`config.mk`:
```
export PLATFORM = sky130hd
export DESIGN_NAME = lcd_bus_reader
export DESIGN_NICKNAME = d
export VERILOG_FILES = /design/src/rtl/lcd_pkg.sv /design/src/rtl/lcd_phase_timer.sv /design/src/rtl/lcd_bus_reader.sv
export SDC_FILE = /design/constraint.sdc
export NUM_CORES = 1
export LEC_CHECK = 0
export CAP_MARGIN = 40
export CORE_MARGIN = 3
export CORE_UTILIZATION = 44
export DETAILED_ROUTE_END_ITERATION = 12
export PLACE_DENSITY = 0.77
export SYNTH_ARGS = -nofsm -noshare
export SYNTH_HDL_FRONTEND = slang
export SYNTH_SLANG_ARGS = --single-unit
```
`constraint.sdc`:
```
create_clock -name iCLK -period 2.14 [get_ports iCLK]
set_clock_uncertainty 0.2 [all_clocks]
set_input_delay 0.321 -clock iCLK [delete_from_list [all_inputs] [get_ports iCLK]]
set_output_delay 0.321 -clock iCLK [all_outputs]
set_load 0.01 [all_outputs]
```
`src/rtl/lcd_pkg.sv`:
```
// Shared definitions for the HD44780 read-side controller: FSM encoding,
// default bus timing (50 MHz iCLK) and LCD bit/register-select constants.
package lcd_pkg;

  typedef enum logic [2:0] {
    ST_IDLE,
    ST_SETUP,
    ST_EN_HI,
    ST_EN_LO,
    ST_DONE
  } lcd_state_t;

  localparam int unsigned SETUP_CYC_DEF  = 2;
  localparam int unsigned EN_HI_CYC_DEF  = 25;
  localparam int unsigned SAMPLE_CYC_DEF = 20;
  localparam int unsigned EN_LO_CYC_DEF  = 25;
  localparam int unsigned POLL_MAX_DEF   = 1000;

  localparam int unsigned LCD_BF_BIT = 7;
  localparam logic        RS_CMD     = 1'b0;
  localparam logic        RS_DATA    = 1'b1;

  function automatic int unsigned max3(input int unsigned a, input int unsigned b,
                                       input int unsigned c);
    int unsigned m;
    m = (a > b) ? a : b;
    return (m > c) ? m : c;
  endfunction

endpackage

```
`src/rtl/lcd_phase_timer.sv`:
```
// Loadable down-counter shared by the SETUP/EN_HI/EN_LO phases; oDONE marks the
// last cycle of a phase and oMATCH flags the sample point within EN_HI.
module lcd_phase_timer #(
  parameter int unsigned W = 5
) (
  input  logic         iCLK,
  input  logic         iRST_N,
  input  logic         iLOAD,
  input  logic [W-1:0] iLOAD_VAL,
  input  logic [W-1:0] iMATCH_VAL,
  output logic         oDONE,
  output logic         oMATCH
);

  logic [W-1:0] cnt_q;

  always_ff @(posedge iCLK or negedge iRST_N) begin
    if (!iRST_N)
      cnt_q <= '0;
    else if (iLOAD)
      cnt_q <= iLOAD_VAL;
    else if (cnt_q != '0)
      cnt_q <= cnt_q - W'(1);
  end

  assign oDONE  = (cnt_q == '0);
  assign oMATCH = (cnt_q == iMATCH_VAL);

endmodule

```
`src/rtl/lcd_bus_reader.sv`:
```
// HD44780 8-bit read-cycle controller (busy flag/AC or DDRAM/CGRAM byte).
// Optional busy-flag polling is built only with LCD_READER_BUSY_POLL_EN defined.
module lcd_bus_reader
  import lcd_pkg::*;
#(
  parameter int unsigned SETUP_CYC  = SETUP_CYC_DEF,
  parameter int unsigned EN_HI_CYC  = EN_HI_CYC_DEF,
  parameter int unsigned SAMPLE_CYC = SAMPLE_CYC_DEF,
  parameter int unsigned EN_LO_CYC  = EN_LO_CYC_DEF,
  parameter int unsigned POLL_MAX   = POLL_MAX_DEF
) (
  input  logic       iCLK,
  input  logic       iRST_N,
  input  logic       iREQ,
  input  logic       iRS,
  input  logic       iPOLL,
  output logic       oREADY,
  output logic       oVALID,
  output logic [7:0] oDATA,
  output logic       oTIMEOUT,
  input  logic [7:0] iLCD_DATA,
  output logic       oLCD_RS,
  output logic       oLCD_RW,
  output logic       oLCD_EN,
  output logic       oBUS_OWN
);

  localparam int unsigned PH_MAX = max3(SETUP_CYC, EN_HI_CYC, EN_LO_CYC);
  localparam int unsigned CNT_W  = (PH_MAX > 1) ? $clog2(PH_MAX) : 1;

  lcd_state_t       state_q, state_d;
  logic             timer_load;
  logic [CNT_W-1:0] timer_val;
  logic             timer_done;
  logic             sample_hit;
  logic             accept;
  logic             again;
  logic             rs_q;
  logic [7:0]       cap_q;

  assign accept = iREQ && oREADY;

  lcd_phase_timer #(
    .W(CNT_W)
  ) u_timer (
    .iCLK      (iCLK),
    .iRST_N    (iRST_N),
    .iLOAD     (timer_load),
    .iLOAD_VAL (timer_val),
    .iMATCH_VAL(CNT_W'(EN_HI_CYC - SAMPLE_CYC)),
    .oDONE     (timer_done),
    .oMATCH    (sample_hit)
  );

`ifdef LCD_READER_BUSY_POLL_EN
  localparam int unsigned POLL_W = $clog2(POLL_MAX + 1);

  logic              poll_q;
  logic [POLL_W-1:0] rd_cnt_q;

  // rd_cnt_q counts reads issued for this request, including the one in flight.
  always_ff @(posedge iCLK or negedge iRST_N) begin
    if (!iRST_N) begin
      poll_q   <= 1'b0;
      rd_cnt_q <= '0;
    end else if (accept) begin
      poll_q   <= iPOLL && (iRS == RS_CMD);
      rd_cnt_q <= POLL_W'(1);
    end else if (state_q == ST_EN_LO && timer_done && again &&
                 rd_cnt_q != POLL_W'(POLL_MAX)) begin
      rd_cnt_q <= rd_cnt_q + POLL_W'(1);
    end
  end

  assign again    = poll_q && cap_q[LCD_BF_BIT] && (rd_cnt_q < POLL_W'(POLL_MAX));
  assign oTIMEOUT = (state_q == ST_DONE) && poll_q && cap_q[LCD_BF_BIT];
`else
  logic unused_poll;
  assign unused_poll = iPOLL ^ (POLL_MAX == 0);
  assign again       = 1'b0;
  assign oTIMEOUT    = 1'b0;
`endif

  always_ff @(posedge iCLK or negedge iRST_N) begin
    if (!iRST_N) state_q <= ST_IDLE;
    else         state_q <= state_d;
  end

  always_comb begin
    state_d    = state_q;
    timer_load = 1'b0;
    timer_val  = '0;
    unique case (state_q)
      ST_IDLE, ST_DONE: begin
        state_d = (state_q == ST_DONE) ? ST_IDLE : ST_IDLE;
        if (iREQ) begin
          state_d    = ST_SETUP;
          timer_load = 1'b1;
          timer_val  = CNT_W'(SETUP_CYC - 1);
        end
      end
      ST_SETUP: if (timer_done) begin
        state_d    = ST_EN_HI;
        timer_load = 1'b1;
        timer_val  = CNT_W'(EN_HI_CYC - 1);
      end
      ST_EN_HI: if (timer_done) begin
        state_d    = ST_EN_LO;
        timer_load = 1'b1;
        timer_val  = CNT_W'(EN_LO_CYC - 1);
      end
      ST_EN_LO: if (timer_done) begin
        if (again) begin
          state_d    = ST_SETUP;
          timer_load = 1'b1;
          timer_val  = CNT_W'(SETUP_CYC - 1);
        end else begin
          state_d = ST_DONE;
        end
      end
      default: state_d = ST_IDLE;
    endcase
  end

  always_comb begin
    oREADY   = (state_q == ST_IDLE) || (state_q == ST_DONE);
    oVALID   = (state_q == ST_DONE);
    oBUS_OWN = (state_q == ST_SETUP) || (state_q == ST_EN_HI) || (state_q == ST_EN_LO);
    oLCD_RW  = oBUS_OWN;
    oLCD_RS  = oBUS_OWN && rs_q;
    oLCD_EN  = (state_q == ST_EN_HI);
  end

  always_ff @(posedge iCLK or negedge iRST_N) begin
    if (!iRST_N) begin
      rs_q  <= RS_CMD;
      cap_q <= '0;
    end else begin
      if (accept)
        rs_q <= iRS;
      if (state_q == ST_EN_HI && sample_hit)
        cap_q <= iLCD_DATA;
    end
  end

  assign oDATA = cap_q;

endmodule
```
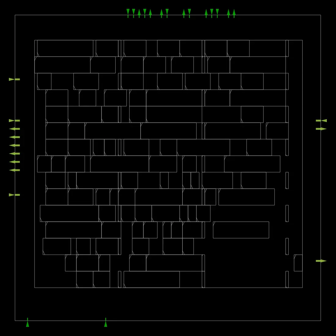
(run_1/final_placement.png)
Seq area share: 35.1%
FF+latch count: 17
Core Rows: 15
Tapcell Cnt: 25

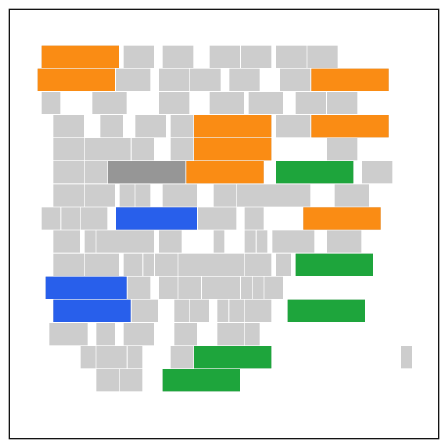
(run_1/registers.png)
Other sequential cells in the stronger gray, the rest of the logic in the fainter gray.
| color | signal | sequential cells |
|---|---|---|
| blue | state_q | 3 |
| orange | oDATA | 8 |
| green | u_timer.cnt_q | 5 |
Seq. cell area: 428 µm²
fin util: 67.6%
Sequential Power: 0.616 mW

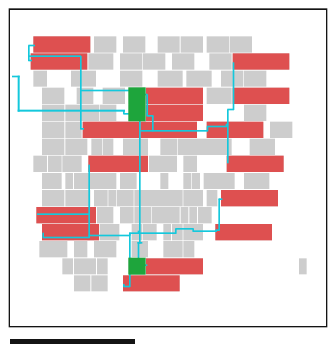
(run_1/clock_map.png)
The bar under the picture is 20 µm long.
[red] flip-flops | count: 17
[green] cells driving clock nets | count: 3
[cyan] clock wires | length: 193 µm
routed clock nets: 4
Worst-Skew Late Latency: 0.29 ns
Clk network pwr share: 9.8%
P_clk: 0.171 mW

run 1: repair_timing:
action,4_1_cts,5_1_grt
resized,5,2
setup buffers,3,4
hold buffers,0,0
setup endpoints to repair,5,2
endpoints found under the hold margin,0,0
run 1: metrics by stage:
stage,power (mW),TNS [ns]
6_report,1.74,0
5_1_grt,1.88,-0.00969
4_1_cts,1.70,0
3_5_place_dp,1.48,0
3_3_place_gp,1.45,0
2_1_floorplan,1.14,0
run 1: routing by layer:
metal	GRT usage, %	share of wire, %	vias up
li1	-	-	312
met1	22.3	41	315
met2	27.0	53	14
met3	2.97	3.8	4
met4	6.73	1.4	0
met5	0	0	-
run 1: layout make-up:
cell class | count | area, µm² | area share (%)
clock inverters | 1 | 5.00 | 0.411
inverters | 5 | 18.8 | 1.54
multi-input cells | 45 | 402 | 33.0
clock buffers | 3 | 22.5 | 1.85
flip-flops and latches | 17 | 428 | 35.1
repair buffers | 33 | 312 | 25.6
well taps | 25 | 31.3 | 2.57
run 1: critical path: stages, from the launching register on:
cell	delay, ns
dfrtp_1	0.43
nor2_4	0.05
nor2_2	0.11
and2_1	0.13
clkdlybuf4s50_1	0.53
run 1: cell usage in the layout (no fill, tap or decap), drive strengths merged, types with 2 or more instances in the layout:
master and n:
nand2 2, buf 8, xnor2 2, clkbuf 3, inv 5, mux2 9, dfrtp 17, ha 2
a21boi 2, clkdlybuf4s50 23, nor2 3, o21ai 4, and2 2
run 1: sequential cells by signal, summed over array words and instances, names as in the netlist:
name	flops
oDATA	8
rs_q	1
state_q	3
u_timer.cnt_q	5
run 1: kinds of logic after synthesis:
group,after synthesis
and+or+nand+nor,19
xor gates and xnor gates,2
other,1
buffers and inverters,9
adders and majority gates,2
AOI/OAI and AO/OA,11
muxes,10
DFF,17
run 1: how the worst max path moves through the flow:
stage / startpoint / slack (ns) / to / depth (start not counted)
after CTS: state_q[0] / 0.005 / oVALID / 3
after floorplan: u_timer.cnt_q[0] / 0.49 / state_q[1] / 5
after global routing: state_q[1] / -0.01 / oLCD_RS / 4
after global placement: state_q[0] / 0.20 / oLCD_RS / 4
final: state_q[1] / 0.07 / oLCD_RS / 4
after detailed placement: state_q[0] / 0.14 / oLCD_RS / 4
run 1: cells in the mapped netlist, types with 2 or more instances:
library cell	instances	area, µm²
a21boi_0	2	15.0
and2_1	2	12.5
buf_4	2	15.0
dfrtp_1	17	425
ha_1	2	25.0
inv_1	5	18.8
mux2_2	8	90.1
nand2_1	2	7.51
nor2_1	3	11.3
o21ai_0	4	20.0
xnor2_1	2	17.5
run 1: power breakdown:
group          internal [mW]  switching [mW]  total, mW  leakage, nW
logic                  0.559           0.395      0.954        0.326
registers              0.478           0.138      0.616        0.202
clock network         0.0695           0.102      0.171       0.0177
total                   1.11           0.635       1.74        0.546
==> results.json, run 1 <==
{
  "irDropWorstVdd_uv": 822,
  "die_h_um": 50.4,
  "yosys_cells": 71,
  "grt_usage_pct": 16.8,
  "yosysSeqAreaShare_pct": 49.1,
  "period_needed_ns": 2.07,
  "fin_cells": 129,
  "leakage_nw": 0.546,
  "pin_count": 28,
  "detailed_place_hpwl_mm": 1.28,
  "r2r_end": "rs_q",
  "crit_required_ns": 1.62,
  "dpl_cell_area_um2": 1120,
  "numPlacedInstances": 118,
  "syn_inst": 71,
  "crit_fanout": 3,
  "drive_above_1_share_pct": 29.8,
  "postSynthNetCount": 86,
  "nets": 120,
  "first_iter_violations": 1,
  "r2r_setup_slack_ns": 0.27,
  "routedWlPerCell_um": 14.0,
  "end_kind": "output port",
  "cp-start-kind": "register",
  "grt_max_degree": 18,
  "min_path_type": "in -> async",
  "wl_mm": 1.80,
  "cts_root_buf": "clkbuf_4",
  "yosysWarnings": 0,
  "avgSynthCellArea_um2": 12.2,
  "grt-ovfl-total": 0,
  "vias": 645,
  "finalMaxSlewViolations": 0,
  "ys_area_um2": 867,
  "crit_type": "reg -> out",
  "synth_area_um2": 867,
  "ant_nets": 0,
  "hold_viol": 0,
  "rr_worst_depth": 4,
  "xor_share_pct": 2.02,
  "numCtsBuffers": 3,
  "die_x_um": 50.4,
  "dieArea_um2": 2540,
  "cts.reportedPaths.clkPinSlew_ns": 0.10,
  "top_logic_kind": "simple AND/OR/NAND/NOR gates",
  "synth-adder-area-share_pct": 2.89,
  "core_um2": 1800,
  "numPortBuffers": 25,
  "cts_sinks": 17,
  "gp_congestion": 0.722,
  "simple_gate_area_share_pct": 18.3,
  "synth_cell_types": 33,
  "drc": 0,
  "timing.fmax_mhz": 484,
  "whs_ns": 0.139,
  "r2r_start": "state_q[0]",
  "grt_pass1_wl_mm": 3.20,
  "antenna_found_initial": 0,
  "status": "completed",
  "syn_to_final_growth_pct": 40.5,
  "ys_sh_aoi_pct": 8.23
}
## Run 2: what changed since run 1
--- a/config.mk
+++ b/config.mk
@@ -5,11 +5,13 @@
 export SDC_FILE = /design/constraint.sdc
 export NUM_CORES = 1
 export LEC_CHECK = 0
+export ABC_AREA = 1
 export CAP_MARGIN = 40
 export CORE_MARGIN = 3
-export CORE_UTILIZATION = 44
+export CORE_UTILIZATION = 45
 export DETAILED_ROUTE_END_ITERATION = 12
-export PLACE_DENSITY = 0.77
+export PLACE_DENSITY = 0.78
 export SYNTH_ARGS = -nofsm -noshare
 export SYNTH_HDL_FRONTEND = slang
 export SYNTH_SLANG_ARGS = --single-unit
+export TNS_END_PERCENT = 30
==> results.json, run 2 <==
{
  "r2r_setup_slack_ns": 0.55,
  "irDropWorstVdd_uv": 674,
  "critical_path.cell_chain": "nor2_2, nand2_2, inv_2, clkdlybuf4s50_1",
  "antenna_found_initial": 0,
  "edf_count": 0,
  "cts_max_level": 1,
  "dieArea_um2": 2570,
  "dpl_cell_area_um2": 1170,
  "numPortBuffers": 25,
  "first_iter_violations": 14,
  "yosys_cells": 104,
  "cp-start-kind": "register",
  "crit_end": "oLCD_EN",
  "grt_max_degree": 18,
  "cts_sinks": 17,
  "drc": 0,
  "whs_ns": 0.155,
  "routedWlPerCell_um": 11.2,
  "yosysWarnings": 0,
  "finalSetupViolCount": 0,
  "fin_ws_ns": 0.112,
  "numCtsBuffers": 3,
  "timing.fmax_mhz": 493,
  "top_cell_area_share_pct": 47.2,
  "crit_fanout": 4,
  "critical_path.max_stage_delay_ns": 0.53,
  "vias_per_cell": 4.72,
  "rsz0062_at_grt": "no",
  "crit_type": "reg -> out",
  "ys_area_um2": 901,
  "yosysSeqAreaShare_pct": 47.2,
  "cts_root_buf": "clkbuf_4",
  "postSynthNetCount": 119,
  "pin_count": 28,
  "fin_cells": 158,
  "hold_viol": 0,
  "end_kind": "output port",
  "drt-pass1-iter-count": 4,
  "finalMaxSlewViolations": 0,
  "worst-path-stages": 4,
  "top_cells_by_count": "29 x nand2_1, 17 x dfrtp_1, 13 x nand3_1, 10 x inv_1, 5 x nor2_1",
  "r2r_start": "u_timer.cnt_q[0]",
  "status": "completed",
  "cp-startpoint": "state_q[2]",
  "ant_nets": 0,
  "leakage_nw": 0.629,
  "detailed_place_hpwl_mm": 1.39,
  "tritoncts": "yes",
  "nets": 149,
  "cp_slowest_cell": "clkdlybuf4s50_1",
  "maxCapViolCount": 0,
  "grt_pass1_vias": 682,
  "numPlacedInstances": 153,
  "fin_area_um2": 1210,
  "largest_reg_flops": 8,
  "num_rows": 15,
  "avgSynthCellArea_um2": 8.66,
  "dp_slack_ns": 0.317,
  "grt_pass1_wl_mm": 2.96,
  "synth_area_um2": 901,
  "fin_tns_setup_ns": 0,
  "final_layout_top_logic_cell": "nand2_1",
  "critical_path.top_delay_family": "buffers and inverters",
  "crit_required_ns": 1.62,
  "syn_to_final_growth_pct": 34.3,
  "rr_worst_depth": 7,
  "cts.reportedPaths.clkPinSlew_ns": 0.09,
  "arrival_ns": 1.51,
  "hold_buffers": 0,
  "grt-ovfl-total": 0,
  "die_h_um": 50.7,
  "grt_usage_pct": 15.0,
  "area_leaders": "dfrtp_1 47%, nand2_1 12%, nand3_1 7.2%, inv_1 4.2%, ha_1 2.8%",
  "clk_latency_ns": 0.28,
  "cp.buffers_inverters": 2,
  "final_cell_mix": "29 x nand2_1, 24 x clkdlybuf4s50_1, 15 x dfrtp_1, 13 x nand3_1, 10 x inv_1",
  "min_path_type": "in -> async",
  "r2r_end": "u_timer.cnt_q[2]",
  "period_needed_ns": 2.03,
  "synth_cell_types": 21,
  "drive_above_1_share_pct": 17.3,
  "syn_inst": 104,
  "die_x_um": 50.7,
  "synth_area_leader_cell": "dfrtp_1",
  "core_um2": 1800,
  "fin_crit_sh_pct": 94.8,
  "gp_congestion": 0.805,
  "synthMostInstantiatedCell": "nand2_1"
}
## run 2: where the power goes
group / leakage [nW] / switching, mW / internal (mW) / total (mW)
Combinational: 0.430 / 0.385 / 0.356 / 0.741
Sequential: 0.184 / 0.0944 / 0.437 / 0.531
Clock: 0.0150 / 0.0916 / 0.0724 / 0.164
Total: 0.629 / 0.571 / 0.865 / 1.44
## run 2: worst register-to-register path: stages (launching register included)
cell,delay [ns]
dfrtp_1,0.41
inv_1,0.12
ha_1,0.28
nand2_1,0.11
nor2_2,0.15
nand2_2,0.10
nand2_1,0.07
nor2_1,0.04
## run 2: routing by layer
metal / vias to the layer above / GRT usage (%) / share of wire, %
li1: 387 / - / -
met1: 348 / 19.5 / 45
met2: 9 / 25.4 / 51
met3: 2 / 4.75 / 3.0
met4: 0 / 1.35 / 0.34
met5: - / 0 / 0
## run 2: repair_timing
action / in CTS / in global routing
resized: 0 / 3
buffers inserted: 1 / 0
pin swaps: 1 / 0
endpoints found under the setup margin: 1 / 2
## run 2: worst min path at each step
stage,to,from,cells past startpoint,slack (ns)
final,u_timer.cnt_q[1],iRST_N,2,0.15
after global routing,u_timer.cnt_q[1],iRST_N,2,0.16
after CTS,u_timer.cnt_q[1],iRST_N,2,0.16
after detailed placement,oDATA[1],oDATA[1],2,0.26
after global placement,oDATA[1],oDATA[1],2,0.26
after floorplan,oDATA[0],iRST_N,0,-0.17
## run 2: kinds of logic after synthesis
logic type,after synthesis,synth area share [%]
compound gates,4,3.75
fa+ha+maj,2,2.78
buf+inv,15,7.92
flops,17,47.2
other cells,1,0.416
simple gates,65,37.9
## run 2: final cells by class
cell class                 instances  area [µm²]
sequential                        17         428
clock buffer                       4        26.3
multi-input combinational         72         404
timing repair buffer              28         275
fill                             150         592
inverter                          12        45.0
tap                               25        31.3
## run 2: metrics by stage
stage,total power [mW],util [%]
2_1_floorplan,1.00,-
3_3_place_gp,1.25,65.0
3_5_place_dp,1.27,65.0
4_1_cts,1.45,66.9
5_1_grt,1.57,67.2
6_report,1.44,67.2
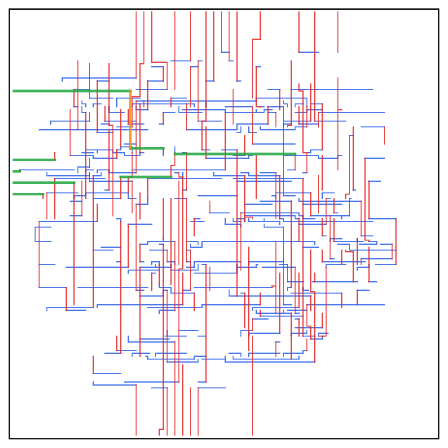
(run_2/metal_stack.png)
| color | layer | wire length |
|---|---|---|
| blue | met1 | 802 µm |
| red | met2 | 913 µm |
| green | met3 | 54.0 µm |
| orange | met4 | 6.80 µm |
Via Count: 746
Total Wirelength: 1.78 mm

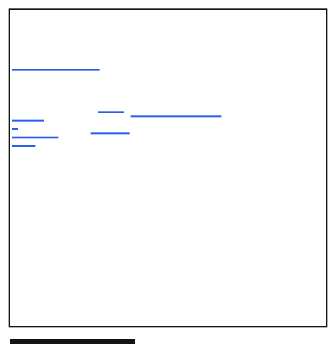
(run_2/met3.png)
The bar under the picture is 20 µm long.
share of all routed wire: 3.0%
main direction: horizontal
grt met3 use: 4.75%

==> run_2/clock_map.png <==
The bar under the picture is 20 µm long.
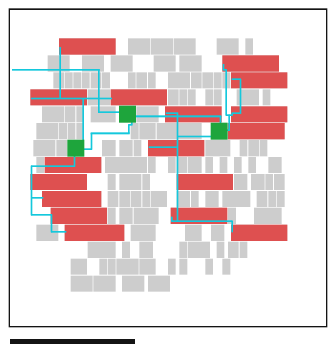

## Run 3: what changed since run 2
--- a/config.mk
+++ b/config.mk
@@ -7,7 +7,6 @@
 export LEC_CHECK = 0
 export ABC_AREA = 1
 export CAP_MARGIN = 40
-export CORE_MARGIN = 3
 export CORE_UTILIZATION = 45
 export DETAILED_ROUTE_END_ITERATION = 12
 export PLACE_DENSITY = 0.78
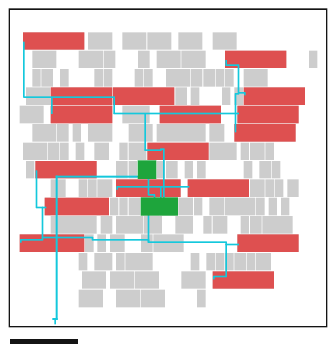
(run_3/clock_map.png)
The bar under the picture is 10 µm long.
[cyan] clock wires | length: 194 µm
[red] flip-flops | count: 17
[green] cells driving clock nets | count: 3
routed clock nets: 4
P_clk: 0.166 mW
Clk network pwr share: 11.6%

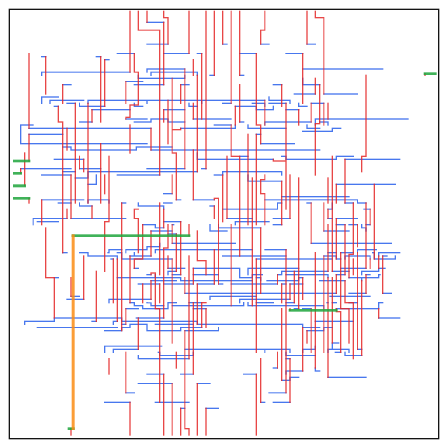
(run_3/metal_stack.png)
| color | layer | wire length |
|---|---|---|
| red | met2 | 957 µm |
| blue | met1 | 835 µm |
| orange | met4 | 21.1 µm |
| green | met3 | 24.1 µm |
routed len/inst: 11.7 µm
Total Wirelength: 1.84 mm
GR Util All Layers: 19.4%

==> results.json, run 3 <==
{
  "worst-path-stages": 4,
  "p_seq_share_pct": 37.4,
  "edf_count": 0,
  "num_antenna_cells": 0,
  "leakage_nw": 0.620,
  "fin_tns_setup_ns": 0,
  "vias": 760,
  "drive_above_1_share_pct": 18.2,
  "top_cells_by_count": "29 x nand2_1, 17 x dfrtp_1, 13 x nand3_1, 10 x inv_1, 5 x nor2_1",
  "critical_path.max_stage_delay_ns": 0.54,
  "rsz0062_at_grt": "yes",
  "crit_fanout": 5,
  "rr_worst_depth": 7,
  "drt-pass1-iter-count": 3,
  "synthMostInstantiatedCell": "nand2_1",
  "combPwrFrac_pct": 51.1,
  "postSynthNetCount": 119,
  "r2r_end": "u_timer.cnt_q[2]",
  "first_iter_violations": 17,
  "fin_cells": 157,
  "tool_warnings": 29,
  "cp-startpoint": "state_q[0]",
  "maxCapViolCount": 0,
  "cp-start-kind": "register",
  "die_x_um": 46.7,
  "ff_type": "dfrtp_1",
  "hold_viol": 0,
  "grt_pass1_vias": 714,
  "arrival_ns": 1.60,
  "dieArea_um2": 2180,
  "period_needed_ns": 2.12,
  "numPortBuffers": 25,
  "yosys_cells": 104,
  "grt-ovfl-total": 0,
  "irDropWorstVdd_uv": 921,
  "finalSetupViolCount": 0,
  "drc": 0,
  "largest_reg_flops": 8,
  "timing.fmax_mhz": 471,
  "cts_max_level": 1,
  "syn_to_final_growth_pct": 33.8,
  "numCtsBuffers": 3,
  "ant_nets": 0,
  "grt_max_degree": 18,
  "cp_slowest_cell": "clkdlybuf4s50_1",
  "synth-seq-cells": 17,
  "cts_root_buf": "clkbuf_4",
  "crit_type": "reg -> out",
  "avgSynthCellArea_um2": 8.66,
  "hold_buffers": 0,
  "n_fill_cell": 154,
  "synth_area_um2": 901,
  "powerDensity_nw_per_um2": 1190,
  "r2r_setup_slack_ns": 0.53,
  "yosysSeqAreaShare_pct": 47.2,
  "internal_power_mw": 0.851,
  "clock_path_buffers": 2,
  "cp.buffers_inverters": 2,
  "numPlacedInstances": 153,
  "critical_path.cell_chain": "nor2_4, inv_1, nor2_1, clkdlybuf4s50_1",
  "area_leaders": "dfrtp_1 47%, nand2_1 12%, nand3_1 7.2%, inv_1 4.2%, ha_1 2.8%",
  "yosysWarnings": 0,
  "min_path_type": "in -> async",
  "pin_count": 28,
  "fin_util_pct": 66.9,
  "fp-utilization_pct": 50.0,
  "core_um2": 1800,
  "clk_latency_ns": 0.28,
  "cts_sinks": 17,
  "detailed_place_hpwl_mm": 1.43,
  "r2r_start": "u_timer.cnt_q[0]",
  "end_kind": "output port",
  "regArea_um2": 429,
  "ys_area_um2": 901,
  "crit_required_ns": 1.62,
  "critical_path.top_delay_family": "buffers and inverters",
  "nets": 148,
  "tritoncts": "yes",
  "grt_pass1_wl_mm": 2.98,
  "antenna_found_initial": 0,
  "top_cell_area_share_pct": 47.2,
  "switching_share_pct": 40.7,
  "die_h_um": 46.7,
  "synth_cell_types": 21,
  "synth_area_leader_cell": "dfrtp_1",
  "final_layout_top_logic_cell": "nand2_1",
  "status": "completed",
  "final_cell_mix": "29 x nand2_1, 24 x clkdlybuf4s50_1, 14 x dfrtp_1, 13 x nand3_1, 10 x inv_1",
  "num_rows": 15,
  "vias_per_cell": 4.84,
  "comb_area_um2": 404,
  "cts.reportedPaths.clkPinSlew_ns": 0.10,
  "synth_async_sr_flop_share_pct": 100,
  "syn_inst": 104,
  "power_switching_mw": 0.584,
  "fin_crit_sh_pct": 99.2,
  "gp_congestion": 0.801,
  "finalMaxSlewViolations": 0
}
-- run 3: cell counts after synthesis --
No cell type changed its count.
-- run 3: timing repair --
| item | 4_1_cts | 5_1_grt |
|---|---|---|
| buffers inserted | 0 | 0 |
| hold endpoints to repair | 0 | 0 |
| gates resized | 0 | 4 |
| setup endpoints to repair | 0 | 3 |
-- run 3: area by class of cell --
type,instances,share of cell area (%)
clock buffers,3,1.87
multi-input cells,72,33.5
repair buffers,27,22.2
flip-flops and latches,17,35.6
well taps,25,2.60
inverters,12,3.74
clock inverters,1,0.415
-- run 3: logic make-up after synthesis --
kind of cell    after synthesis  share of synthesized area [%]
other cells                   1                          0.416
compound gates                4                           3.75
flops                        17                           47.2
fa+ha+maj                     2                           2.78
simple gates                 65                           37.9
buf+inv                      15                           7.92
-- run 3: worst max path at each step --
stage / slack, ns / endpoint
4_1_cts: 0.001 / oVALID
3_3_place_gp: 0.34 / oVALID
6_report: 0.02 / oVALID
3_5_place_dp: 0.32 / oVALID
2_1_floorplan: 0.71 / u_timer.cnt_q[2]
5_1_grt: -0.06 / oVALID
-- run 3: stage by stage --
step	cell area (µm²)	setup slack [ns]	power [mW]	hold WS (ns)
6_report	1200	0.0170	1.44	0.157
5_1_grt	1200	-0.0551	1.55	0.166
4_1_cts	1200	0.00114	1.45	0.163
2_1_floorplan	901	0.714	1.00	-0.175
3_5_place_dp	1170	0.319	1.28	0.266
3_3_place_gp	1170	0.341	1.24	0.256
-- run 3: power groups by stage --
stage          logic [mW]  clock network [mW]  registers [mW]
4_1_cts             0.742               0.172           0.533
3_5_place_dp        0.740                   0           0.537
5_1_grt             0.810               0.190           0.550
2_1_floorplan       0.463                   0           0.538
6_report            0.733               0.166           0.536
3_3_place_gp        0.715                   0           0.529
-- run 3: routing by layer --
| metal | vias to the layer above | track usage (%) | routed length (µm) |
|---|---|---|---|
| met4 | 0 | 6.86 | 21 |
| li1 | 383 | - | - |
| met2 | 9 | 31.4 | 956 |
| met5 | - | 0 | 0 |
| met3 | 2 | 3.46 | 24 |
| met1 | 366 | 26.1 | 835 |
Power figures rest on the tool's default switching activity, not on a simulated workload.
